## config.mk

```make
export PLATFORM = sky130hd
export DESIGN_NAME = t6507lp_alu_sequencer
export DESIGN_NICKNAME = d
export VERILOG_FILES = /design/src/rtl/t6507lp_alu_sequencer.sv
export SDC_FILE = /design/constraint.sdc
export NUM_CORES = 1
export LEC_CHECK = 0
export ABC_AREA = 1
export CAP_MARGIN = 20
export CORE_MARGIN = 2
export CORE_UTILIZATION = 45
export DETAILED_ROUTE_END_ITERATION = 8
export GPL_ROUTABILITY_DRIVEN = 1
export HOLD_SLACK_MARGIN = 0.05
export PLACE_DENSITY = 0.74
export SLEW_MARGIN = 30
export SYNTH_ARGS = -nofsm -noshare
export SYNTH_HDL_FRONTEND = slang
export SYNTH_SLANG_ARGS = --single-unit
```

## constraint.sdc

```tcl
create_clock -name clk_i -period 2.01 [get_ports clk_i]
set_input_delay 0.3015 -clock clk_i [delete_from_list [all_inputs] [get_ports clk_i]]
set_output_delay 0.3015 -clock clk_i [all_outputs]
set_load 0.02 [all_outputs]
```

## src/rtl/t6507lp_alu_sequencer.sv

```systemverilog
// Fetches 6507 instruction bytes over a req/ack byte bus and issues each
// decoded instruction to the T6507LP ALU as a single-cycle strobe.
module t6507lp_alu_sequencer #(
  parameter int ADDR_WIDTH = 13,
  parameter int GAP_CYCLES = 1
) (
  input  logic                  clk_i,
  input  logic                  n_rst_i,
  input  logic                  seq_start,
  input  logic [ADDR_WIDTH-1:0] seq_start_addr,
  input  logic [7:0]            seq_count,
  input  logic                  seq_abort,
  output logic                  mem_req,
  output logic [ADDR_WIDTH-1:0] mem_addr,
  input  logic                  mem_ack,
  input  logic [7:0]            mem_data,
  output logic                  alu_enable,
  output logic [7:0]            alu_opcode,
  output logic [7:0]            alu_a,
  output logic                  seq_busy,
  output logic                  seq_done,
  output logic                  seq_illegal,
  output logic [ADDR_WIDTH-1:0] seq_pc
);

  // state     | meaning
  // S_IDLE    | waiting for seq_start
  // S_FETCH_OP| requesting opcode byte at pc
  // S_FETCH_AR| requesting operand byte at pc
  // S_ISSUE   | alu_enable high for one cycle
  // S_GAP     | settle time after an issue or illegal opcode
  localparam logic [2:0] S_IDLE     = 3'd0;
  localparam logic [2:0] S_FETCH_OP = 3'd1;
  localparam logic [2:0] S_FETCH_AR = 3'd2;
  localparam logic [2:0] S_ISSUE    = 3'd3;
  localparam logic [2:0] S_GAP      = 3'd4;

  localparam logic [3:0] GAP_LOAD = 4'((GAP_CYCLES > 0) ? (GAP_CYCLES - 1) : 0);
  localparam logic [ADDR_WIDTH-1:0] PC_ONE = ADDR_WIDTH'(1);

  logic [2:0]            state_q, state_d;
  logic [ADDR_WIDTH-1:0] pc_q, pc_d;
  logic [7:0]            rem_q, rem_d;
  logic [3:0]            gap_q, gap_d;
  logic [7:0]            op_q, op_d;
  logic [7:0]            alu_op_q, alu_op_d;
  logic [7:0]            alu_a_q, alu_a_d;
  logic                  done_q, done_d;
  logic                  ill_q, ill_d;

  logic [7:0]            rem_dec;
  logic [2:0]            after_state;
  logic                  after_done;
  logic                  data_two_byte;
  logic                  data_one_byte;

  assign rem_dec = rem_q - 8'd1;

  always_comb begin
    data_two_byte = ((mem_data[4:0] == 5'b01001) && (mem_data != 8'h89)) ||
                    (mem_data == 8'hA0) || (mem_data == 8'hA2) ||
                    (mem_data == 8'hC0) || (mem_data == 8'hE0);
    data_one_byte = (mem_data[3:0] == 4'h8) || (mem_data[3:0] == 4'hA);
  end

  // Where to go after an issue or illegal opcode; with no gap the GAP exit
  // rule is applied immediately against the already-decremented count.
  always_comb begin
    after_state = S_GAP;
    after_done  = 1'b0;
    if (GAP_CYCLES == 0) begin
      if (rem_dec == 8'd0) begin
        after_state = S_IDLE;
        after_done  = 1'b1;
      end else begin
        after_state = S_FETCH_OP;
      end
    end
  end

  always_comb begin
    state_d  = state_q;
    pc_d     = pc_q;
    rem_d    = rem_q;
    gap_d    = gap_q;
    op_d     = op_q;
    alu_op_d = alu_op_q;
    alu_a_d  = alu_a_q;
    done_d   = 1'b0;
    ill_d    = 1'b0;
    case (state_q)
      S_IDLE: begin
        if (seq_start) begin
          if (seq_count != 8'd0) begin
            pc_d    = seq_start_addr;
            rem_d   = seq_count;
            state_d = S_FETCH_OP;
          end else begin
            done_d = 1'b1;
          end
        end
      end
      S_FETCH_OP: begin
        if (seq_abort) begin
          state_d = S_IDLE;
        end else if (mem_ack) begin
          op_d = mem_data;
          pc_d = pc_q + PC_ONE;
          if (data_two_byte) begin
            state_d = S_FETCH_AR;
          end else if (data_one_byte) begin
            alu_op_d = mem_data;
            alu_a_d  = 8'h00;
            state_d  = S_ISSUE;
          end else begin
            ill_d   = 1'b1;
            rem_d   = rem_dec;
            gap_d   = GAP_LOAD;
            state_d = after_state;
            done_d  = after_done;
          end
        end
      end
      S_FETCH_AR: begin
        if (seq_abort) begin
          state_d = S_IDLE;
        end else if (mem_ack) begin
          alu_op_d = op_q;
          alu_a_d  = mem_data;
          pc_d     = pc_q + PC_ONE;
          state_d  = S_ISSUE;
        end
      end
      S_ISSUE: begin
        if (seq_abort) begin
          state_d = S_IDLE;
        end else begin
          rem_d   = rem_dec;
          gap_d   = GAP_LOAD;
          state_d = after_state;
          done_d  = after_done;
        end
      end
      S_GAP: begin
        if (seq_abort) begin
          state_d = S_IDLE;
        end else if (gap_q == 4'd0) begin
          if (rem_q == 8'd0) begin
            state_d = S_IDLE;
            done_d  = 1'b1;
          end else begin
            state_d = S_FETCH_OP;
          end
        end else begin
          gap_d = gap_q - 4'd1;
        end
      end
      default: state_d = S_IDLE;
    endcase
  end

  always_ff @(posedge clk_i or negedge n_rst_i) begin
    if (!n_rst_i) begin
      state_q  <= S_IDLE;
      pc_q     <= '0;
      rem_q    <= 8'd0;
      gap_q    <= 4'd0;
      op_q     <= 8'd0;
      alu_op_q <= 8'd0;
      alu_a_q  <= 8'd0;
      done_q   <= 1'b0;
      ill_q    <= 1'b0;
    end else begin
      state_q  <= state_d;
      pc_q     <= pc_d;
      rem_q    <= rem_d;
      gap_q    <= gap_d;
      op_q     <= op_d;
      alu_op_q <= alu_op_d;
      alu_a_q  <= alu_a_d;
      done_q   <= done_d;
      ill_q    <= ill_d;
    end
  end

  assign mem_req     = (state_q == S_FETCH_OP) || (state_q == S_FETCH_AR);
  assign mem_addr    = pc_q;
  assign alu_enable  = (state_q == S_ISSUE);
  assign alu_opcode  = alu_op_q;
  assign alu_a       = alu_a_q;
  assign seq_busy    = (state_q != S_IDLE);
  assign seq_done    = done_q;
  assign seq_illegal = ill_q;
  assign seq_pc      = pc_q;

endmodule

```

Figure 1. Cell outlines without signal wires (run 1).
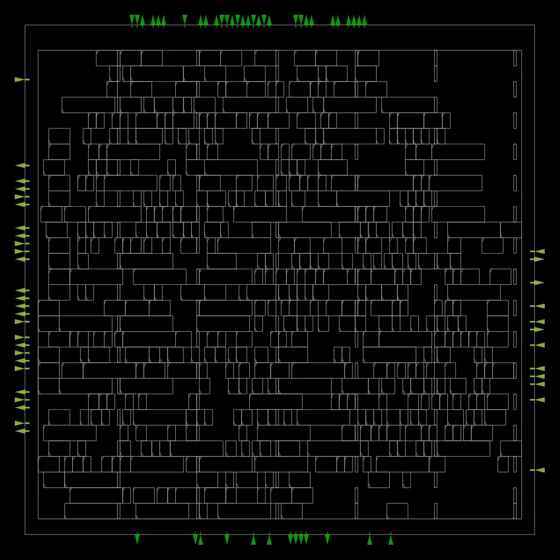
count of flip-flops and latches: 54
final cell count without fillers: 628
Fillers: 621
Core Area: 6870 um2
cell row count: 30

Figure 2. Supply network (run 1).
The bar under the picture is 20 um long. Pins as bars on the die edge. Tap cells in gray.
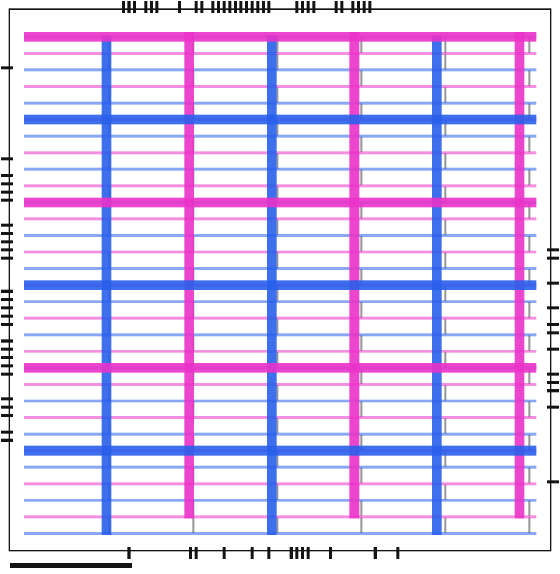
net	color
VDD	magenta
VSS	blue
met4 straps	6
tap cells	96
signal pins	81
met1 rails	31
Die Width: 88.7 um
Worst IR Drop VDD: 0.625 mV
Die Height: 88.7 um

==> flow_summary.rst, run 1 <==
Flow metrics
------------

.. list-table::
   :header-rows: 1

   * - Metric
     - Value
   * - H-Tree Level Count
     - 2
   * - DRC viols
     - 0
   * - Worst r2r src
     - state_q[2]
   * - Dominant cell type by area after synthesis
     - sky130_fd_sc_hd__dfrtp_1
   * - Post-synth net total
     - 488
   * - Share of the yosys chip area belonging to registers
     - 41.8%
   * - Result of the run
     - complete, no violations
   * - Period utilization
     - 95.7%
   * - Total clock buffers created by CTS
     - 5
   * - Achievable clock frequency
     - 520 MHz
   * - Basic-gate share of the synthesized area counting and, or, nand and nor cells
     - 35.7%
   * - Slew of the pin with the lowest slew margin
     - 0.656 ns
   * - Hold-fix buffers, CTS
     - 1
   * - Logic depth of the worst setup path including buffers
     - 3
   * - Layout overhead on the synthesized area
     - 30.6%
   * - Core Util at FP
     - 47.0%
   * - WL met1
     - 3.79 mm
   * - Sequential logic power
     - 1.94 mW
   * - Util after Layout
     - 61.4%
   * - Dominant power group
     - combinational cells
   * - Post-layout nets
     - 568
   * - Sw Share
     - 47.2%
   * - Fraction of final layout cells with drive strength greater than 1
     - 8.65%
   * - Max-slew violation total from the final report
     - 0
   * - Slowest cell on crit path
     - sky130_fd_sc_hd__clkdlybuf4s50_1
   * - Number of logic inverters in the finished layout
     - 37
   * - GRT met1 Usage
     - 29.9%
   * - Non-clock buffer instance count of the final layout
     - 97
   * - Sinks on Clock Net
     - 54
   * - WP data required
     - 1.71 ns
Figure 3. Routed metal per tile (run 1).
18 x 18 tiles, from dark blue (low) to red (high), scaled to the fullest tile. Values are wire area over tile area, all layers added.
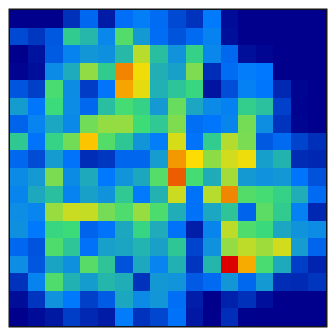
fullest tile	0.54
mean over tiles	0.16
tiles over half the peak	18%
nearly empty tiles	12%
final wirelength: 7.99 mm
average wire length per cell after detail routing: 12.7 um
via count: 3,151
GRT Resource Usage Total: 21.1%

Figure 4. Placement by cell class (run 1).
Fill, decap, tap and diode cells in gray.
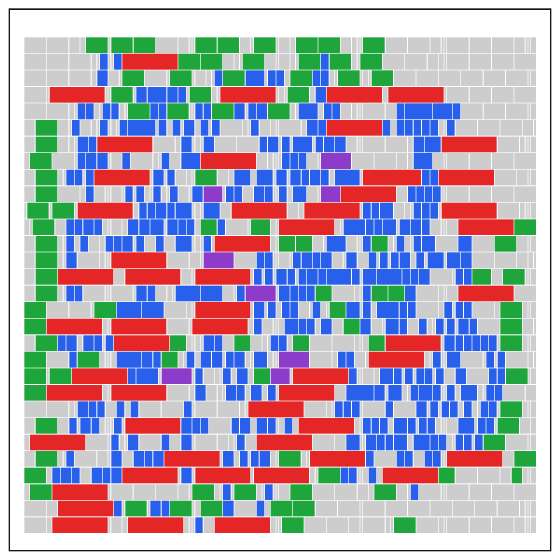

==> run 2: changes to the inputs <==
- CORE_MARGIN: 2 -> 5
- CORE_UTILIZATION: 45 -> 25
- PLACE_DENSITY: 0.74 -> unset
Figure 5. Placement by cell class (run 2).
Fill, decap, tap and diode cells in gray.
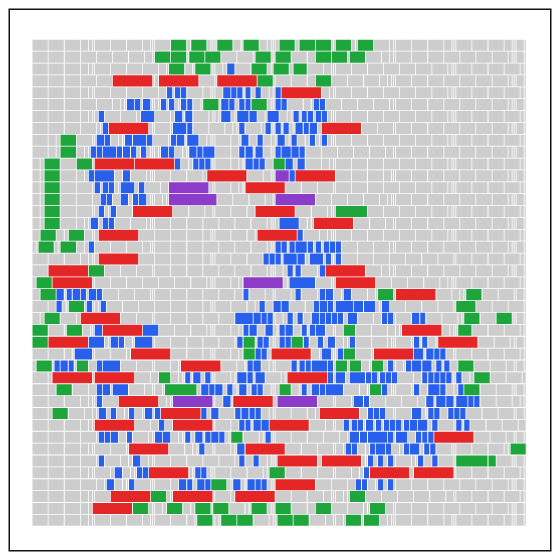
class	color	cells
flip-flops	red	54
clock drivers and dummy loads	purple	7
all other logic	blue	373
other buffers and delay cells	green	98

Figure 6. Cell outlines without signal wires (run 2).
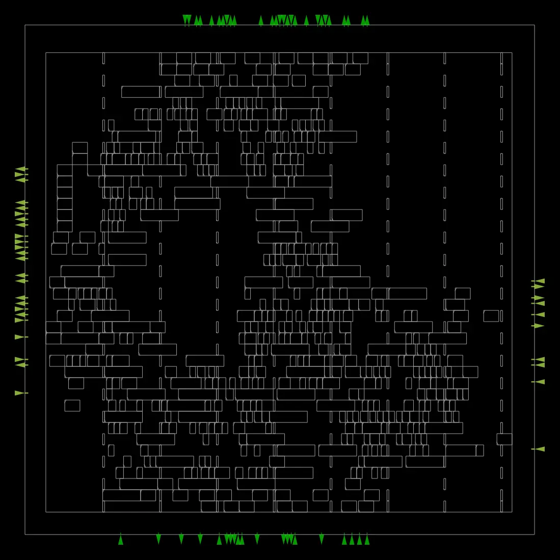
Util after Layout: 35.1%
num tapcells: 172
Fillers: 1,363
final cell count without fillers: 704
cell row count: 41

==> flow_summary.rst, run 2 <==
Flow metrics
------------

.. list-table::
   :header-rows: 1

   * - Metric
     - Value
   * - Worst IR Drop VDD
     - 0.514 mV (was 0.625 mV)
   * - Sequential logic power
     - 1.94 mW (about the same)
   * - Share of the yosys chip area belonging to registers
     - 41.8% (unchanged)
   * - Die Height
     - 124 um (was 88.7 um)
   * - Slowest cell on crit path
     - sky130_fd_sc_hd__dfrtp_1 (was sky130_fd_sc_hd__clkdlybuf4s50_1)
   * - Hold-fix buffers, CTS
     - 1 (unchanged)
   * - Basic-gate share of the synthesized area counting and, or, nand and nor cells
     - 35.7% (unchanged)
   * - Fraction of final layout cells with drive strength greater than 1
     - 8.27% (was 8.65%)
   * - H-Tree Level Count
     - 2 (unchanged)
   * - Achievable clock frequency
     - 564 MHz (was 520 MHz)
   * - Count of flip-flops and latches
     - 54 (unchanged)
   * - DRC viols
     - 0 (unchanged)
   * - Post-synth net total
     - 488 (unchanged)
   * - Result of the run
     - complete, no violations (unchanged)
   * - Die Width
     - 124 um (was 88.7 um)
   * - Core Area
     - 12,600 um2 (was 6870 um2)
   * - WP data required
     - 1.71 ns (about the same)
   * - Period utilization
     - 88.2% (was 95.7%)
   * - Post-layout nets
     - 569 (was 568)
   * - Worst r2r src
     - state_q[2] (unchanged)
==> run 3: changes to the inputs <==
- HOLD_SLACK_MARGIN: 0.05 -> unset
Figure 7. Cell outlines without signal wires (run 3).
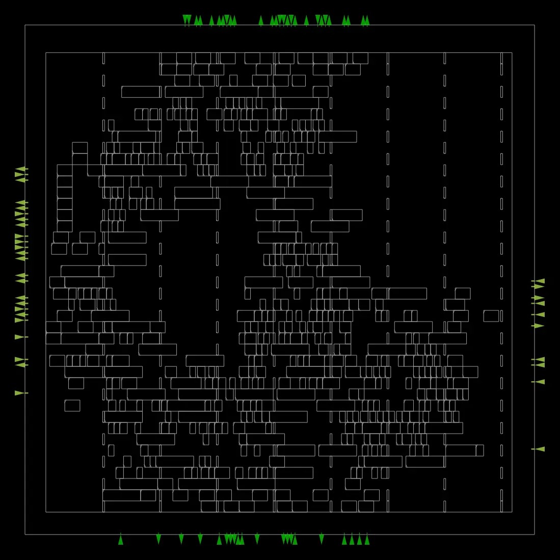
sequential share of cell area: 30.5%
Fillers: 1,364

Figure 8. I/O nets highlighted (run 3).
The bar under the picture is 20 um long.
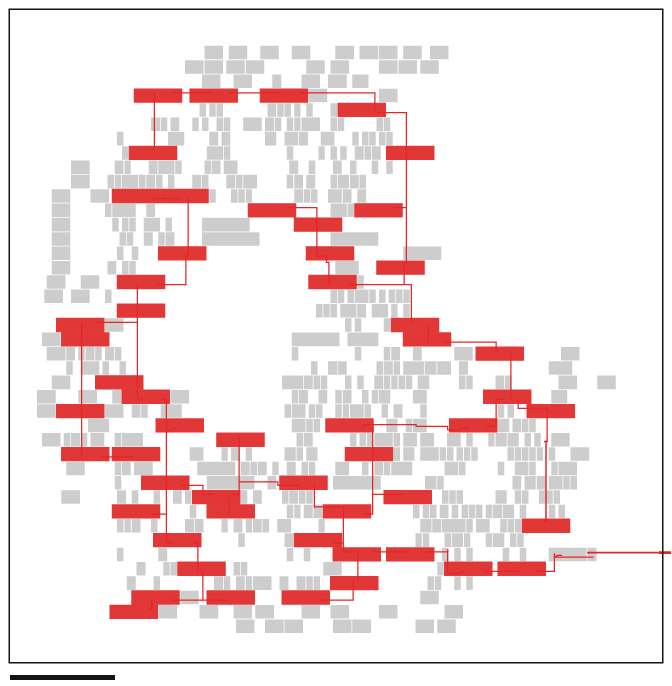
port	color	direction	edge	end cells	wire
n_rst_i	red	input	east	54	513 um
count of input and output buffers: 80
IO Count: 81

==> flow_summary.rst, run 3 <==
Flow metrics
------------

.. list-table::
   :header-rows: 1

   * - Metric
     - Value
   * - Average wire length per cell after detail routing
     - 12.5 um (was 12.6 um)
   * - Result of the run
     - complete, but fails checks (was complete, no violations)
   * - Via count
     - 3,134 (was 3,135)
   * - H-Tree Level Count
     - 2 (unchanged)
   * - Core Util at FP
     - 25.6% (unchanged)
   * - GRT met1 Usage
     - 16.5% (about the same)
   * - Hold Slack
     - -0.0101 ns (was 0.483 ns)
   * - WL met1
     - 4.18 mm (was 4.23 mm)
   * - Basic-gate share of the synthesized area counting and, or, nand and nor cells
     - 35.7% (unchanged)
   * - Share of the yosys chip area belonging to registers
     - 41.8% (unchanged)
   * - Worst IR Drop VDD
     - 0.516 mV (was 0.514 mV)
   * - Core Area
     - 12,600 um2 (unchanged)
   * - Sequential logic power
     - 1.94 mW (about the same)
   * - Violations in the final reports
     - hold timing
   * - Dominant cell type by area after synthesis
     - sky130_fd_sc_hd__dfrtp_1 (unchanged)
   * - Post-synth net total
     - 488 (unchanged)
   * - Hold-fix buffers, CTS
     - 0 (was 1)
   * - GRT Resource Usage Total
     - 12.0% (unchanged)
   * - Die Height
     - 124 um (unchanged)
   * - Final Hold Viols
     - 3 (was 0)
   * - Max-slew violation total from the final report
     - 0 (unchanged)
Power is estimated from default activity; no workload was simulated.
